File: src/rtl/fir_sched_pkg.sv
// Shared state encoding, default sizing and width helpers for the FIR MAC
// scheduler and its round-robin arbiter.
package fir_sched_pkg;

   localparam int DEF_NCH   = 4;
   localparam int DEF_ORDER = 8;

   typedef enum logic [1:0] {
      IDLE  = 2'd0,
      MAC   = 2'd1,
      SHIFT = 2'd2,
      DONE  = 2'd3
   } sched_state_e;

   function automatic int chan_w(input int nch);
      return (nch > 1) ? $clog2(nch) : 1;
   endfunction

   function automatic int tap_w(input int order);
      return (order > 0) ? $clog2(order + 1) : 1;
   endfunction

endpackage

File: src/rtl/rr_arbiter.sv
// Combinational round-robin arbiter: grants the first requester found after
// last_grant, wrapping NCH-1 -> 0.
module rr_arbiter
   import fir_sched_pkg::*;
#(
   parameter int NCH = DEF_NCH,
   parameter int CW  = chan_w(NCH)
) (
   input  logic [NCH-1:0] req,
   input  logic [CW-1:0]  last_grant,
   output logic           grant_valid,
   output logic [NCH-1:0] grant,
   output logic [CW-1:0]  grant_idx
);

   logic [CW:0]   cand;
   logic [CW-1:0] idx;

   always_comb begin
      grant_valid = 1'b0;
      grant       = '0;
      grant_idx   = '0;
      cand        = '0;
      idx         = '0;
      // Visit last_grant+1 .. last_grant+NCH; the extra bit keeps the modulo exact.
      for (int i = 1; i <= NCH; i++) begin
         cand = {1'b0, last_grant} + (CW+1)'(i);
         if (cand >= (CW+1)'(NCH)) begin
            cand = cand - (CW+1)'(NCH);
         end
         idx = cand[CW-1:0];
         if (!grant_valid && req[idx]) begin
            grant_valid = 1'b1;
            grant[idx]  = 1'b1;
            grant_idx   = idx;
         end
      end
   end

endmodule

File: src/rtl/fir_mac_scheduler.sv
// Shares one sequential FIR MAC datapath among NCH channels: grant, step taps,
// shift the delay line, then hold the result until the consumer takes it.
module fir_mac_scheduler
   import fir_sched_pkg::*;
#(
   parameter int NCH   = DEF_NCH,
   parameter int ORDER = DEF_ORDER,
   parameter int CW    = chan_w(NCH),
   parameter int TW    = tap_w(ORDER)
) (
   input  logic           clk,
   input  logic           reset,
   input  logic [NCH-1:0] req_valid,
   output logic [NCH-1:0] req_ready,
   output logic [CW-1:0]  dp_chan,
   output logic           dp_load,
   output logic           dp_mac_en,
   output logic           dp_mac_first,
   output logic [TW-1:0]  dp_tap,
   output logic           dp_shift,
   output logic           res_valid,
   output logic [CW-1:0]  res_chan,
   input  logic           res_ready,
   output logic           busy
);

   // Handshakes: a transfer happens in a cycle where valid and ready are both 1;
   // valid never waits on ready, and res_valid/res_chan stay fixed until taken.

   localparam logic [TW-1:0] LAST_TAP  = TW'(ORDER);
   localparam logic [CW-1:0] LAST_CHAN = CW'(NCH - 1);

   sched_state_e  state_q, state_d;
   logic [TW-1:0] tap_q, tap_d;
   logic [CW-1:0] chan_q, chan_d;
   logic [CW-1:0] last_grant_q, last_grant_d;

   logic           arb_valid;
   logic [NCH-1:0] arb_grant;
   logic [CW-1:0]  arb_idx;

   rr_arbiter #(
      .NCH (NCH),
      .CW  (CW)
   ) u_arb (
      .req         (req_valid),
      .last_grant  (last_grant_q),
      .grant_valid (arb_valid),
      .grant       (arb_grant),
      .grant_idx   (arb_idx)
   );

   always_comb begin
      state_d      = state_q;
      tap_d        = tap_q;
      chan_d       = chan_q;
      last_grant_d = last_grant_q;
      req_ready    = '0;
      dp_load      = 1'b0;
      dp_mac_en    = 1'b0;
      dp_mac_first = 1'b0;
      dp_shift     = 1'b0;
      res_valid    = 1'b0;
      unique case (state_q)
         IDLE: begin
            if (arb_valid) begin
               req_ready    = arb_grant;
               dp_load      = 1'b1;
               chan_d       = arb_idx;
               last_grant_d = arb_idx;
               tap_d        = '0;
               state_d      = MAC;
            end
         end
         MAC: begin
            dp_mac_en    = 1'b1;
            dp_mac_first = (tap_q == '0);
            // The tap index parks at ORDER; it is cleared on the next accept.
            if (tap_q == LAST_TAP) begin
               state_d = SHIFT;
            end else begin
               tap_d = tap_q + TW'(1);
            end
         end
         SHIFT: begin
            dp_shift = 1'b1;
            state_d  = DONE;
         end
         DONE: begin
            res_valid = 1'b1;
            if (res_ready) begin
               state_d = IDLE;
            end
         end
         default: state_d = IDLE;
      endcase
   end

   always_ff @(posedge clk) begin
      if (reset) begin
         state_q      <= IDLE;
         tap_q        <= '0;
         chan_q       <= '0;
         last_grant_q <= LAST_CHAN;
      end else begin
         state_q      <= state_d;
         tap_q        <= tap_d;
         chan_q       <= chan_d;
         last_grant_q <= last_grant_d;
      end
   end

   assign dp_chan  = chan_q;
   assign res_chan = chan_q;
   assign dp_tap   = tap_q;
   assign busy     = (state_q != IDLE);

endmodule

File: config.mk
export PLATFORM = sky130hd
export DESIGN_NAME = fir_mac_scheduler
export DESIGN_NICKNAME = d
export VERILOG_FILES = /design/src/rtl/fir_sched_pkg.sv /design/src/rtl/rr_arbiter.sv /design/src/rtl/fir_mac_scheduler.sv
export SDC_FILE = /design/constraint.sdc
export NUM_CORES = 1
export LEC_CHECK = 0
export CAP_MARGIN = 20
export CORE_MARGIN = 8
export CORE_UTILIZATION = 31
export CTS_BUF_LIST = sky130_fd_sc_hd__clkbuf_4 sky130_fd_sc_hd__clkbuf_8
export CTS_CLUSTER_SIZE = 30
export DETAILED_ROUTE_END_ITERATION = 8
export DONT_BUFFER_PORTS = 1
export PLACE_DENSITY = 0.51
export REMOVE_ABC_BUFFERS = 1
export SLEW_MARGIN = 10
export SYNTH_ARGS = -nofsm -noshare
export SYNTH_HDL_FRONTEND = slang
export SYNTH_HIERARCHICAL = 1
export SYNTH_SLANG_ARGS = --single-unit
File: constraint.sdc
create_clock -name clk -period 3.2 [get_ports clk]
set_input_delay 0.64 -clock clk [delete_from_list [all_inputs] [get_ports clk]]
set_output_delay 0.64 -clock clk [all_outputs]
set_load 0.02 [all_outputs]
==> Slide: Implementation Results <==
Flow Results at a Glance

Run status
  – Outcome: complete, no violations

Clocking
  – H-tree Lvls: 1
  – CTS max path bufs: 2
  – Clock Tree Root: clkbuf_8
  – Setup bufs post-CTS: 0
  – Hold_buf cts: 0
  – CTS sink cnt: 10
  – Post-cts resize count: 0
  – CTS clock-pin slew for the worst setup and hold paths: ~0.05 ns
  – CTS tree: yes

Pwr
  – Clock Power Share: 12.2%
  – Power share of the sequential group: between 10% and 20%
  – Switching pwr: a little under 700 µW
  – Combinational Power Share: approximately 70%
  – PwrDens: ~940 nW/µm²
  – Sw Ratio: 53.3%
  – Top pwr grp: combinational logic
  – Comb group: a little under 900 µW
  – Clock group: roughly 150 µW
  – Power, Total: 1260 µW
  – Lkg Pwr: between 0.0005 and 0.0006 µW
  – Internal Power: ~600 µW
  – Max VDD drop: about 400 µV
  – Seq power: between 200 and 250 µW

Drt
  – DR WL/cell: 16.2 µm
  – Remaining DRCs: 0
  – Metal2 WL: about 1.5 mm
  – Pre-antenna DRT Iters: 4
  – Initial DRC Count: roughly 65
  – Max layer used: met3
  – Routed Antenna Nets: 0
  – Drt via density: 5.86
  – Met1 WL: approximately 1.5 mm

Global route
  – Largest net degree at the start of global routing: 17
  – First-pass GRT wire length: between 5 and 6 mm
  – Vias in the first global route: 1168
  – Grt ovf: 0
  – Initial antenna violation count: 0
  – Met2 usage: between 10% and 20%
  – Met3 Resource Use GR: 3.01%
  – GR Util All Layers: 9.87%
  – GR peak layer: met2

Worst setup path
  – Worst setup SP type: register
  – Flop-to-flop setup slack: just under 0.9 ns
  – Kind of critical path: register to output port
  – Req. time, crit path: 2.56 ns
  – Crit end category: output port
  – Critical path arrival: roughly 2.4 ns
  – CP cell instances: inv_1 -> ha_1 -> mux4_2 -> nand2_1 -> o311ai_0 -> or3_1 -> and3_1
  – CP Max Fanout: 6
  – CP top delay family: simple AND/OR/NAND/NOR gates
  – Last element of the critical path: req_ready[2]
  – Slowest stage delay, CP: between 0.4 and 0.5 ns
  – CP Launch Point: last_grant_q[0]
  – R2r worst-path depth: 9
  – Worst r2r src: last_grant_q[0]
  – Critical path depth: 7

Place
  – I/O Buffers: 0
  – Placed standard-cell area: approximately 1300 µm²
  – DP Cell Count: ~200
  – GP Congestion: approximately 0.82

Layout
  – Post-route cell area: between 1000 and 1500 µm²
  – Final nets: approximately 180
  – Cell Count, Final, Fillers Out: roughly 200
  – P&R area growth vs syn: 5.00%
  – Post-Route Utilization: about a third
  – Top Layout Cells: ha_1, inv_1, nand2_1

Yosys
  – Yosys top cell by area: dfxtp_1
  – Synth Seq Share: 15.7%
  – Netlist cell types: between 40 and 50
  – Top-area cell share: between 10% and 20%
  – Main synth FF type: dfxtp_1
  – Synth flops: 10
  – Top cells by count, synth: ha_1, inv_1, nand2_1, a21oi_1, dfxtp_1
  – Post-synth ARST share: 0%
  – Yosys cell count: around 160
  – Largest cells by area: dfxtp_1, ha_1, a21oi_1, inv_1, mux2i_1
  – Top cell type by instance count after synthesis: ha_1
  – Flip-flops with a built-in enable: 0
  – Yosys chip area: between 1000 and 1500 µm²
  – Cells after Synth: between 150 and 200

STA
  – RSZ-0062 raised after global routing: false
  – Worst-Margin Slew: ~0.57 ns
  – Final min period: 3.02 ns
  – Fmax: approximately 0.33 GHz
  – Total Neg Setup Slack: 0 ns
  – Final Hold Slack: 0.473 ns
  – Worst Skew: 0.000995 ns
  – Fin. Hold Viols: 0
  – Setup WS post-layout: 0.183 ns
  – Slew Viols, Final: 0
  – Final Cycle Share: a little over nine tenths
  – Slew margin rel.: about 60%

Floorplan
  – Core Rows: 23
  – Die Span X: 80.2 µm
  – Full die area: between 6000 and 7000 µm²
  – IO Pins: 25

Hold path
  – Hold crit path type: primary input to register
  – Hold_sp: reset
  – WHS Path Cells: 1

Flow run
  – Tool warnings: 37
state kept, by name, indices dropped and copies added, names as in the netlist:
name	cells
dp_chan	2
dp_tap	4
last_grant_q	2
state_q	2
layout make-up:
class | instances | area, µm²
well taps | 50 | 62.6
repair buffers | 4 | 30.0
clock buffers | 4 | 55.1
flip-flops and latches | 10 | 200
multi-input cells | 122 | 940
fillers | 415 | 2630
inverters | 14 | 52.6
cells by family (layout without fill, tap and decap cells):
logic type / count (synthesis) / count (layout) / synth area share (%)
AND/OR/NAND/NOR: 58 / 58 / 27.7
AND-OR/OR-AND: 41 / 41 / 22.4
buffers and inverters: 28 / 22 / 11.2
adder cells (fa/ha/maj): 15 / 15 / 14.7
flip-flops: 10 / 10 / 15.7
multiplexers: 8 / 8 / 8.33
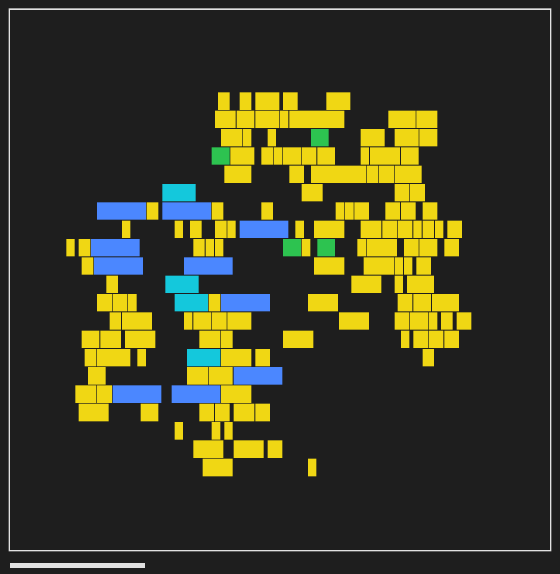
Fig. 1. Cell classes on the final placement.
Scale bar: 20 µm.
[green] remaining buffers and delay cells | cells: 4 | share of their area: 2.4%
[blue] sequential cells | cells: 10 | share of their area: 16%
[yellow] remaining logic cells | cells: 136 | share of their area: 78%
[cyan] clock drivers and dummy loads | cells: 4 | share of their area: 4.3%

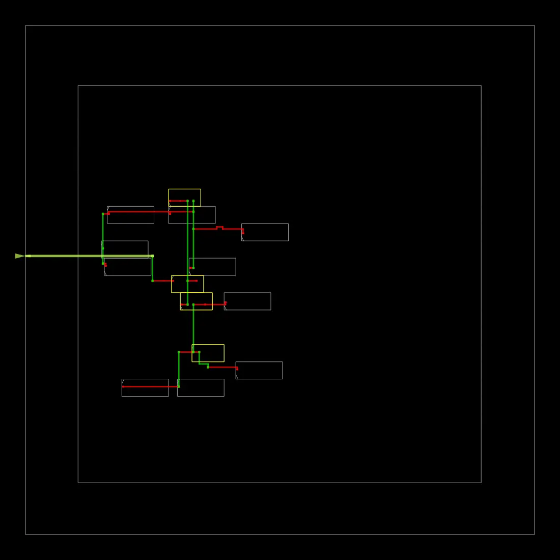
Fig. 2. Clock routing.
num sequential: 10
worst skew pair latency: 0.23 ns
clock buffer count from CTS: 3

No activity file was given, so power comes from the tool's default toggle rates.
